## config.mk

```make
export PLATFORM = sky130hd
export DESIGN_NAME = event_generator_unit
export DESIGN_NICKNAME = d
export VERILOG_FILES = /design/src/rtl/event_gen_pkg.sv /design/src/rtl/event_gen_channel.sv /design/src/rtl/event_generator_unit.sv
export SDC_FILE = /design/constraint.sdc
export NUM_CORES = 1
export LEC_CHECK = 0
export CORE_UTILIZATION = 30
export CTS_CLUSTER_SIZE = 20
export DETAILED_ROUTE_END_ITERATION = 8
export PLACE_DENSITY = 0.52
export SETUP_SLACK_MARGIN = 0.4
export SLEW_MARGIN = 0
export SYNTH_ARGS = -nofsm -noshare
export SYNTH_HDL_FRONTEND = slang
export SYNTH_SLANG_ARGS = --single-unit
```

## constraint.sdc

```tcl
create_clock -name ck -period 9.5 [get_ports ck]
set_input_delay 2.85 -clock ck [delete_from_list [all_inputs] [get_ports ck]]
set_output_delay 2.85 -clock ck [all_outputs]
set_load 0.005 [all_outputs]
```

## src/rtl/event_gen_pkg.sv

```systemverilog
// event_gen_pkg
// Shared types and constants for the event generator unit: channel FSM
// states, channel modes, count/period widths and a helper that sizes the
// channel-select field.
// Optional feature macro: EVENT_GEN_PERIODIC_EN. When it is defined, the
// channels have periodic reload.
package event_gen_pkg;

  localparam int COUNT_W  = 64;
  localparam int PERIOD_W = 32;

  typedef enum logic {
    CH_IDLE  = 1'b0,
    CH_ARMED = 1'b1
  } chState_t;

  typedef enum logic {
    MODE_ONESHOT  = 1'b0,
    MODE_PERIODIC = 1'b1
  } chMode_t;

  // Width of a channel index. A single-channel build still gets a 1-bit select.
  function automatic int chIdxWidth(input int n);
    return (n > 1) ? $clog2(n) : 1;
  endfunction

endpackage

```

## src/rtl/event_gen_channel.sv

```systemverilog
// event_gen_channel
// One compare channel. It holds the channel FSM (idle/armed), the compare
// value, the optional reload period and mode, the registered event pulse and
// the sticky pending flag.
// Optional feature macro: EVENT_GEN_PERIODIC_EN. When it is defined, period
// and mode storage and the reload adder are present. When it is not defined,
// the channel is always one-shot.
// Ports:
//   ck, arstn        clock, asynchronous active-low reset
//   countLoad        count register loads this cycle (increment or clear)
//   countNext        value the count register takes on this load
//   wrEn             accepted configuration write aimed at this channel
//   wrCompare/wrPeriod/wrMode/wrArm  configuration write data
//   pendingClr       clears the pending flag (set has priority)
//   evt              one-cycle match pulse, aligned with the matching count
//   pending          sticky match flag, set the cycle after evt
module event_gen_channel
  import event_gen_pkg::*;
(
  input  logic                ck,
  input  logic                arstn,
  input  logic                countLoad,
  input  logic [COUNT_W-1:0]  countNext,
  input  logic                wrEn,
  input  logic [COUNT_W-1:0]  wrCompare,
  input  logic [PERIOD_W-1:0] wrPeriod,
  input  logic                wrMode,
  input  logic                wrArm,
  input  logic                pendingClr,
  output logic                evt,
  output logic                pending
);

  chState_t           state;
  logic [COUNT_W-1:0] cmp;
  logic               match;
  logic               reload;
  logic [COUNT_W-1:0] reloadCmp;

  // A match is judged against the value the count register is about to
  // take, so the registered pulse lines up with that count value.
  assign match = countLoad && (state == CH_ARMED) && (countNext == cmp);

`ifdef EVENT_GEN_PERIODIC_EN
  chMode_t             mode;
  logic [PERIOD_W-1:0] period;

  // A zero period degrades to one-shot so that the channel cannot re-fire
  // on every later load at the same value.
  assign reload    = (mode == MODE_PERIODIC) && (period != '0);
  assign reloadCmp = cmp + COUNT_W'(period);
`else
  logic unusedCfg;

  assign unusedCfg = ^{wrMode, wrPeriod};
  assign reload    = 1'b0;
  assign reloadCmp = cmp;
`endif

  // Channel FSM. The event comes from the configuration that was present
  // before this edge. A write on the same edge replaces any periodic reload.
  // Pending captures the previous cycle's pulse and wins over a clear.
  always_ff @(posedge ck or negedge arstn) begin
    if (!arstn) begin
      state   <= CH_IDLE;
      cmp     <= '0;
      evt     <= 1'b0;
      pending <= 1'b0;
`ifdef EVENT_GEN_PERIODIC_EN
      mode    <= MODE_ONESHOT;
      period  <= '0;
`endif
    end else begin
      evt     <= match;
      pending <= evt | (pending & ~pendingClr);
      if (wrEn) begin
        cmp   <= wrCompare;
        state <= wrArm ? CH_ARMED : CH_IDLE;
`ifdef EVENT_GEN_PERIODIC_EN
        mode   <= chMode_t'(wrMode);
        period <= wrPeriod;
`endif
      end else if (match) begin
        if (reload) begin
          cmp <= reloadCmp;
        end else begin
          state <= CH_IDLE;
        end
      end
    end
  end

endmodule

```

## src/rtl/event_generator_unit.sv

```systemverilog
// event_generator_unit
// Timebase and compare-event generator. A prescaler advances a 64-bit
// free-running count. NUM_CH compare channels raise one-cycle event pulses
// and sticky pending flags when the count reaches their compare value.
// Channels are configured through a valid/ready write port.
// Optional feature macro: EVENT_GEN_PERIODIC_EN. It enables periodic reload
// in the channels. The port list is the same with or without it.
// Parameters: NUM_CH (1..16), PRESCALE (ck cycles per count increment).
// Ports:
//   ck, arstn      clock, asynchronous active-low reset
//   enable, clear  prescaler run enable, synchronous count/prescaler clear
//   wrValid/wrReady/wrCh/wrCompare/wrPeriod/wrMode/wrArm  config write port
//   count, tick    current count, high in the cycle count was incremented
//   events         per-channel match pulses ("event" is a reserved word)
//   pending        per-channel sticky match flags, cleared by pendingClr
module event_generator_unit
  import event_gen_pkg::*;
#(
  parameter  int NUM_CH   = 4,
  parameter  int PRESCALE = 16,
  localparam int CH_W     = chIdxWidth(NUM_CH)
) (
  input  logic                ck,
  input  logic                arstn,
  input  logic                enable,
  input  logic                clear,
  input  logic                wrValid,
  output logic                wrReady,
  input  logic [CH_W-1:0]     wrCh,
  input  logic [COUNT_W-1:0]  wrCompare,
  input  logic [PERIOD_W-1:0] wrPeriod,
  input  logic                wrMode,
  input  logic                wrArm,
  output logic [COUNT_W-1:0]  count,
  output logic                tick,
  output logic [NUM_CH-1:0]   events,
  output logic [NUM_CH-1:0]   pending,
  input  logic [NUM_CH-1:0]   pendingClr
);

  localparam int PRE_W = (PRESCALE > 1) ? $clog2(PRESCALE) : 1;

  logic [PRE_W-1:0]   presc;
  logic [COUNT_W-1:0] countReg;
  logic [COUNT_W-1:0] countNext;
  logic               incDue;
  logic               countLoad;
  logic               wrAccept;

  // Both an increment and a clear count as a load, and the channels compare
  // against whatever value the count is about to take.
  assign incDue    = enable && (presc == PRE_W'(PRESCALE - 1));
  assign countLoad = clear || incDue;
  assign countNext = clear ? '0 : countReg + COUNT_W'(1);
  assign wrAccept  = wrValid && wrReady;
  assign count     = countReg;

  // Prescaler and count. Clear wins over an increment that is due on the
  // same edge and never produces a tick.
  always_ff @(posedge ck or negedge arstn) begin
    if (!arstn) begin
      presc    <= '0;
      countReg <= '0;
      tick     <= 1'b0;
    end else if (clear) begin
      presc    <= '0;
      countReg <= '0;
      tick     <= 1'b0;
    end else if (incDue) begin
      presc    <= '0;
      countReg <= countNext;
      tick     <= 1'b1;
    end else begin
      tick <= 1'b0;
      if (enable) begin
        presc <= presc + PRE_W'(1);
      end
    end
  end

  // Write handshake. Ready stays low through reset and comes up on the first
  // edge after it. It then drops for one cycle after every accept, which
  // caps throughput at one write every two cycles.
  always_ff @(posedge ck or negedge arstn) begin
    if (!arstn) begin
      wrReady <= 1'b0;
    end else begin
      wrReady <= !wrAccept;
    end
  end

  // Per-channel compare logic. A write whose channel index is out of range
  // matches no channel and is dropped.
  for (genvar i = 0; i < NUM_CH; i++) begin : gChannel
    event_gen_channel uChannel (
      .ck         (ck),
      .arstn      (arstn),
      .countLoad  (countLoad),
      .countNext  (countNext),
      .wrEn       (wrAccept && (wrCh == CH_W'(i))),
      .wrCompare  (wrCompare),
      .wrPeriod   (wrPeriod),
      .wrMode     (wrMode),
      .wrArm      (wrArm),
      .pendingClr (pendingClr[i]),
      .evt        (events[i]),
      .pending    (pending[i])
    );
  end

endmodule

```

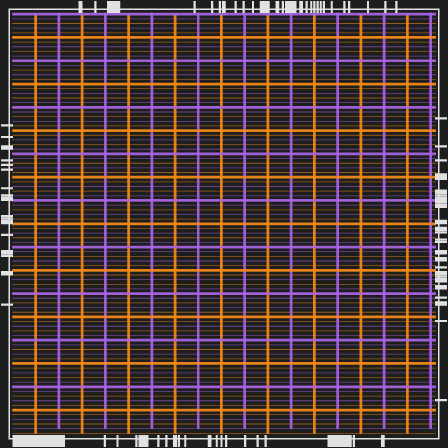
run_1/power_grid.png
Pins as bars on the die edge.
| net | color |
|---|---|
| VDD | purple |
| VSS | orange |
met5 straps: 18
rows: 90
signal pins: 183
met4 straps: 18
met1 rails: 91
Max IR drop VDD: 120 µV
die extent in x: 250 µm
Die Ht: 250 µm

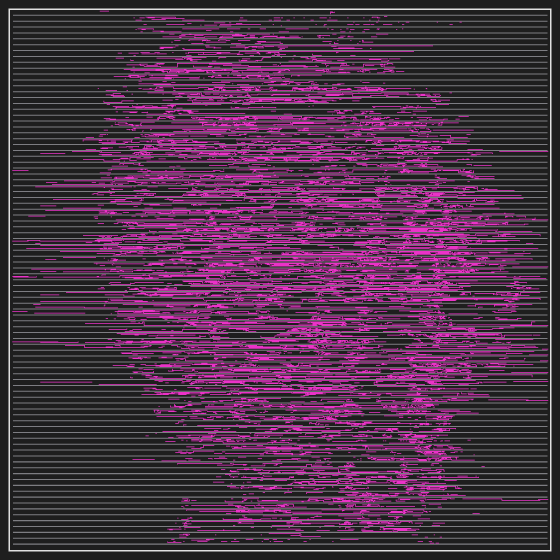
run_1/layer_met1.png
Supply wires on this layer in gray.
longest straight run: 116 µm
main direction: horizontal

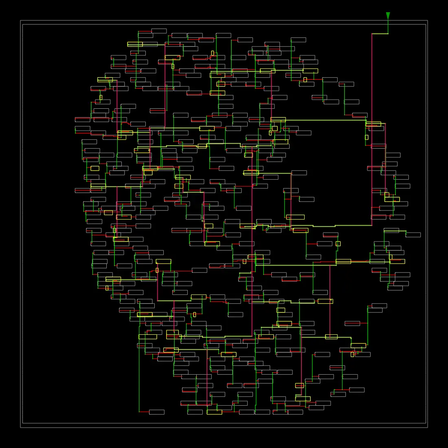
run_1/clocks.png
clk_skew: 28.2 ps
clock buffer count: 58
Insertion Delay late pin: 590 ps

==> job_summary.md, run 1 <==
### Metrics collected by this job

| Metric | Value |
|---|---|
| Status | finished, final reports clean |
| Final ANT Viol Nets | 0 |
| DR vias | approximately 15000 |
| Row cnt | about 90 |
| Async S/R FF share, synth | 1.00 |
| Min Clock Period, post-route | 6310 ps |
| Chip area | about 62000 µm² |
| Crit. End Element | flip-flop |
| Tightest Pin Transition | around 1300 ps |
| Ports | between 150 and 200 |
| Final setup fails | 0 |
| DP Area | 20700 µm² |
| CTS max path bufs | 3 |
| Final nets | 1945 |
| Clock-pin slew on the worst setup and hold paths | ~60 ps |
| Unrepaired setup endpoints after global routing | no |
| Slew HR | 0.130 |
| # fillers | 5950 |
| Top area contributor share | 0.459 |
| Layout cells sized above 1 | 0.207 |
| Most used flip-flop cell | dfrtp_1 |
| CTS sink cnt | roughly 340 |
| Final GP Congestion | between 0.9 and 1 |
| Final period util | 0.664 |
| GRT Util Overall | 0.214 |
| Distinct cells, synth | between 70 and 80 |
| Fmax | roughly 160 MHz |
| WP buf/inv | 2 |
| Remaining DRCs | 0 |
| CTS tree | built |
| Floorplan net count | roughly 1800 |
| DRT Pass-1 Iters | 5 |
| Synth Seq Share | 0.459 |
| Log Warnings | 65 |
| Input/output buffers | between 100 and 150 |
| Max incr delay on CP | 780 ps |
| Most numerous cell in the Yosys netlist | dfrtp_1 |
| Most frequent cells after synthesis | dfrtp_1, mux2_2, nand2_1 |
| Crit-path cells | buf_4 -> buf_12 -> nor2_1 -> mux2i_1 -> xnor2_1 -> a2111oi_0 -> o2111ai_1 -> or4_1 -> nor4_2 -> o22ai_1 |
| Main area contributors | dfrtp_1, mux2_2, xnor2_1 |
| WS Path Type | in2reg |
| Root buf cell | clkbuf_16 |
| Crit path DRT | between 9000 and 10000 ps |
| Max-Cap Viols | 0 |
| CTS H-tree lvls | 2 |
| Floorplan utilization | 0.304 |
| Core area | a little over 60000 µm² |
| Mapped Cells | ~1700 |
| Initial antenna violation count | 1 |
| Post-CTS Setup Repair Bufs | 0 |
| Post_cts resized | 0 |
| Mean post-synth cell area | around 11 µm² |
| Pleak | around 8.4 nW |
| Hold Fails Final Rpt | 0 |
| Setup tns final | 0 ps |
| Ys cells | 1717 |
| PwrDens | roughly 190 nW/µm² |
| Via/cell ratio | between 5 and 6 |
| First DRT Iteration DRCs | 1443 |
| CTS buffer count | 39 |
| Cell Area, Synth | around 18000 µm² |
| Crit-path max FO | 78 |
| Layout area overhead | 19.5% |
| Reg area | roughly 8500 µm² |
| YS warnings | 0 |
| Gr ovfl total | 0 |
| Pin count of the biggest net entering global routing | between 150 and 200 |
| Drt wl/cell | 25.3 µm |
| Pins Over Slew Limit | 0 |
| Critical path's top delay family | simple AND/OR/NAND/NOR gates |
| Slowest cell on the critical path | mux2i_1 |
| Synth flops | between 300 and 400 |
-- run 1: area by class of cell --
type                            count  share of cell area
Multi-Input combinational cell   1261               0.432
Sequential cell                   338               0.384
Timing Repair Buffer              173              0.0771
Clock buffer                       58              0.0525
Tap cell                          782              0.0444
Clock inverter                     12             0.00676
Inverter                           21             0.00358
Antenna cell                        3            0.000341
-- run 1: per-stage QoR --
step	setup slack, ps	utilization	hold WS (ps)	total power, mW	instances
3_3_place_gp	2690	0.342	440	2.60	2575
3_5_place_dp	2590	0.342	441	2.62	2575
5_1_grt	2900	0.364	468	4.32	2645
6_report	3190	0.364	454	4.16	2648
4_1_cts	3210	0.364	457	4.19	2645
2_1_floorplan	4140	-	429	2.31	1717
-- run 1: flip-flops by register name, indices dropped and copies added, names as in the netlist --
| register | flops |
|---|---|
| presc | 4 |
| wrReady | 1 |
| gChannel.uChannel.pending | 4 |
| tick | 1 |
| count | 64 |
| gChannel.uChannel.state | 4 |
| gChannel.uChannel.evt | 4 |
| gChannel.uChannel.cmp | 256 |
-- run 1: kinds of logic after synthesis --
kind of cell	synth area share
flip-flops	0.459
multiplexers	0.175
buffers and inverters	0.0269
adder cells (fa/ha/maj)	0.00136
AND/OR/NAND/NOR	0.152
XOR/XNOR	0.0931
AND-OR/OR-AND	0.0929
-- run 1: power breakdown --
| group | internal, mW | switching (mW) |
|---|---|---|
| logic | 0.362 | 0.314 |
| registers | 1.69 | 0.231 |
| clock network | 0.905 | 0.649 |
-- run 1: routing by layer --
| metal | up-vias | wire, µm | global-route usage |
|---|---|---|---|
| li1 | 6514 | - | - |
| met1 | 7403 | 29800 | 0.293 |
| met2 | 510 | 30400 | 0.335 |
| met3 | 116 | 4190 | 0.0379 |
| met4 | 2 | 2570 | 0.0817 |
| met5 | - | 13 | 0 |
-- run 1: path summary, 6_finish.rpt --
| check | start | cells after the start | slack [ps] | to |
|---|---|---|---|---|
| min in group asynchronous | arstn | 1 | 2340 | count[5] |
| max in group asynchronous | arstn | 2 | 5600 | gChannel[2].uChannel.cmp[46] |
| setup reg to reg | count[0] | 11 | 4070 | gChannel[0].uChannel.state |
| hold / removal | gChannel[3].uChannel.evt | 1 | 450 | gChannel[3].uChannel.pending |
| setup / recovery | clear | 10 | 3190 | gChannel[2].uChannel.state |
| hold reg to reg | gChannel[3].uChannel.evt | 1 | 450 | gChannel[3].uChannel.pending |
-- run 1: placed cells by master (no fill, tap or decap), types with 52 or more instances in the layout --
cell             count
xor2_1              94
nand2_1            121
dfrtp_1            338
mux2_2             260
nand4_1             56
xnor2_1            102
o21ai_0             80
nor4_1              52
nor2_1              96
clkdlybuf4s50_1    147
run_1/flops_by_reg.png
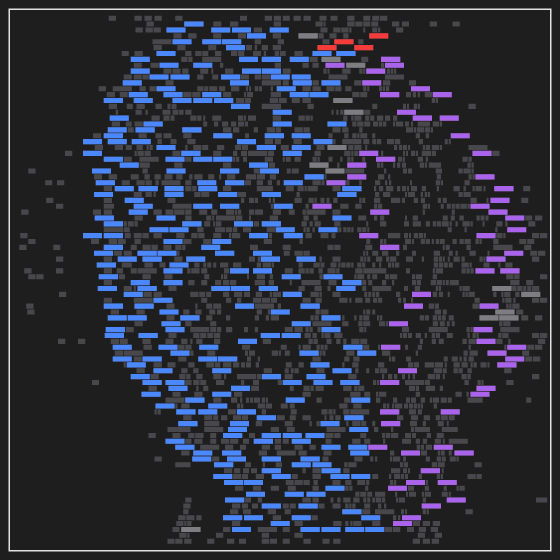

==> inputs of run 2 (changes only) <==
==> constraint.sdc (replaced) <==
create_clock -name ck -period 6.06 [get_ports ck]
set_input_delay 1.818 -clock ck [delete_from_list [all_inputs] [get_ports ck]]
set_output_delay 1.818 -clock ck [all_outputs]
set_load 0.005 [all_outputs]
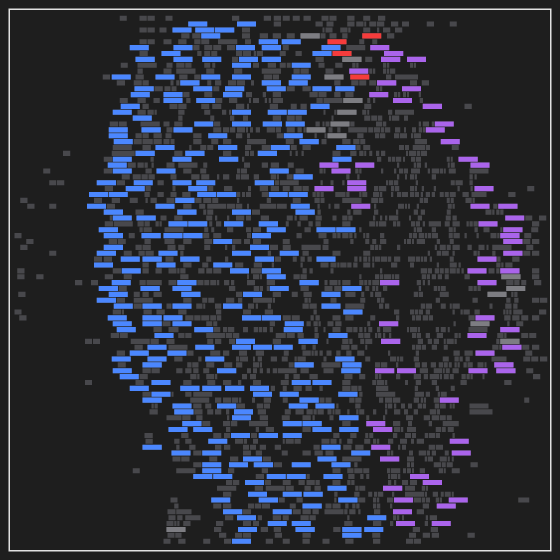
run_2/flops_by_reg.png
| signal | color | placed flops |
|---|---|---|
| gChannel.uChannel.cmp | blue | 256 |
| count | purple | 64 |
| gChannel.uChannel.pending | red | 4 |
not colored: 14
Seq/total area: 0.379
seq pwr: 3.02 mW
Reg area: 8460 µm²
final core utilization: 0.368

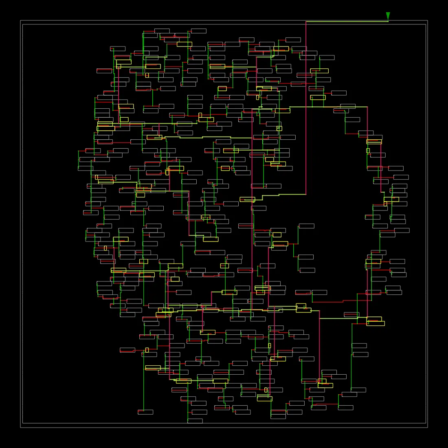
run_2/clocks.png
Insertion Delay late pin: 570 ps
number of sequential cells: 338
clock buffer count: 57

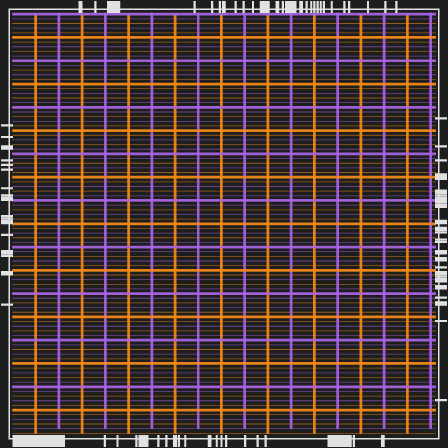
run_2/power_grid.png
Pins as bars on the die edge.
| net | color |
|---|---|
| VSS | orange |
| VDD | purple |
signal pins: 183
met4 straps: 18
rows: 90
Max IR drop VDD: 166 µV
core area: 60600 µm²

==> job_summary.md, run 2 <==
### Metrics collected by this job

| Metric | Value |
|---|---|
| Chip area | 62500 µm² (unchanged) |
| Slowest cell on the critical path | mux2i_1 |
| Drt wl/cell | 25.4 µm (+0.19%) |
| Pins Over Slew Limit | 0 (unchanged) |
| Ys cells | 1717 (unchanged) |
| Status | finished, final reports clean |
| Root buf cell | clkbuf_16 |
| Final period util | 0.857 |
| Final nets | 1973 (+1.4%) |
| Row cnt | 90 (unchanged) |
| Crit Reg-Reg Startpoint | count[0] |
| Input/output buffers | 149 (unchanged) |
| Place WS | 745 ps (-1840 ps) |
| Tightest Pin Transition | 1190 ps (-74.2 ps) |
| Crit-path cells | ha_1 -> nand4_2 -> or3_1 -> or4_1 -> nor4_2 -> mux2i_1 -> xnor2_1 -> or4_1 -> nor4_1 -> and4_1 -> o21ai_1 |
| Mean post-synth cell area | 10.7 µm² (unchanged) |
| Flop-to-flop setup slack | 870 ps (-3200 ps) |
| Final worst slack | 865 ps (-2330 ps) |
| Async S/R FF share, synth | 1.00 (unchanged) |
| Most used flip-flop cell | dfrtp_1 |
| Critical path's top delay family | simple AND/OR/NAND/NOR gates |
| Max-Cap Viols | 0 (unchanged) |
| # diodes | 0 (-3) |
| Initial antenna violation count | 0 (-1) |
| Die Ht | 250 µm (unchanged) |
| Final ANT Viol Nets | 0 (unchanged) |
| Top cells excl fill/tap | dfrtp_1, mux2_2, clkdlybuf4s50_1 |
| FF-to-FF path depth | 11 (unchanged) |
| Layout cells sized above 1 | 0.220 (+0.0129) |
| DR vias | 14700 (+0.92%) |
| # fillers | 5991 (+0.69%) |
| Critical path depth | 11 (+1) |
| Final GP Congestion | 0.969 (+5.7%) |
| Floorplan net count | 1828 (unchanged) |
| Pin count of the biggest net entering global routing | 109 (-34%) |
| Min Hold Slack | 458 ps (+4.59 ps) |
| CTS H-tree lvls | 2 (unchanged) |
| Post_cts resized | 0 (unchanged) |
| Final setup fails | 0 (unchanged) |
| Distinct cells, synth | 72 (unchanged) |
| Setup tns final | 0 ps (unchanged) |
| Dpl cells | 2603 (+1.1%) |
| Post-CTS Setup Repair Bufs | 0 (unchanged) |
| CTS sink cnt | 338 (unchanged) |
| Pleak | 8.58 nW (+2.0%) |
| Crit. End Element | flip-flop |
| CTS max path bufs | 3 (unchanged) |
| Log Warnings | 61 (-6.2%) |
| CTS buffer count | 39 (unchanged) |
[run 2: where the power goes]
group	switching (mW)	total [mW]	internal [mW]
combinational	0.499	1.07	0.573
sequential	0.364	3.02	2.66
clock	0.979	2.46	1.48
total	1.84	6.55	4.71
[run 2: area by class of cell]
class                      count  area share
multi-input combinational   1261       0.426
sequential                   338       0.379
tap                          782      0.0438
timing repair buffer         201      0.0878
inverter                      21     0.00353
clock inverter                12     0.00684
clock buffer                  57      0.0531
[run 2: layer usage]
layer,track usage,vias to the layer above,share of wire
met1,0.299,7486,0.45
met5,0,-,0
li1,-,6591,-
met2,0.351,506,0.47
met4,0.0652,0,0.028
met3,0.0280,96,0.054
[run 2: worst min path at each step]
| stage | start | to | depth (start not counted) |
|---|---|---|---|
| final | gChannel[3].uChannel.evt | gChannel[3].uChannel.pending | 1 |
| after global routing | gChannel[3].uChannel.evt | gChannel[3].uChannel.pending | 1 |
| after CTS | gChannel[3].uChannel.evt | gChannel[3].uChannel.pending | 1 |
| after detailed placement | gChannel[3].uChannel.evt | gChannel[3].uChannel.pending | 1 |
| after global placement | gChannel[3].uChannel.evt | gChannel[3].uChannel.pending | 1 |
| after floorplan | gChannel[0].uChannel.evt | gChannel[0].uChannel.pending | 1 |
[run 2: logic make-up after synthesis]
family,Yosys count,share of synthesized area
xor gates and xnor gates,196,0.0931
and+or+nand+nor,519,0.152
DFF,338,0.459
muxes,290,0.175
buffers and inverters,118,0.0269
adders and majority gates,2,0.00136
AOI/OAI and AO/OA,254,0.0929
[run 2: worst reg2reg max path, stage by stage (launching register included)]
cell and delay (ps):
dfrtp_1 550, ha_1 320, nand4_2 240, or3_1 500, or4_1 600, nor4_2 350
mux2i_1 860, xnor2_1 180, or4_1 590, nor4_1 490, and4_1 330, o21ai_1 90
[run 2: through the flow]
step	area (µm²)	total power, mW	utilization
6_report	22300	6.55	0.368
2_1_floorplan	18400	3.63	-
5_1_grt	22300	6.83	0.368
3_5_place_dp	21000	4.13	0.346
4_1_cts	22300	6.60	0.368
3_3_place_gp	21000	4.09	0.346
Power is estimated from default activity; no workload was simulated.
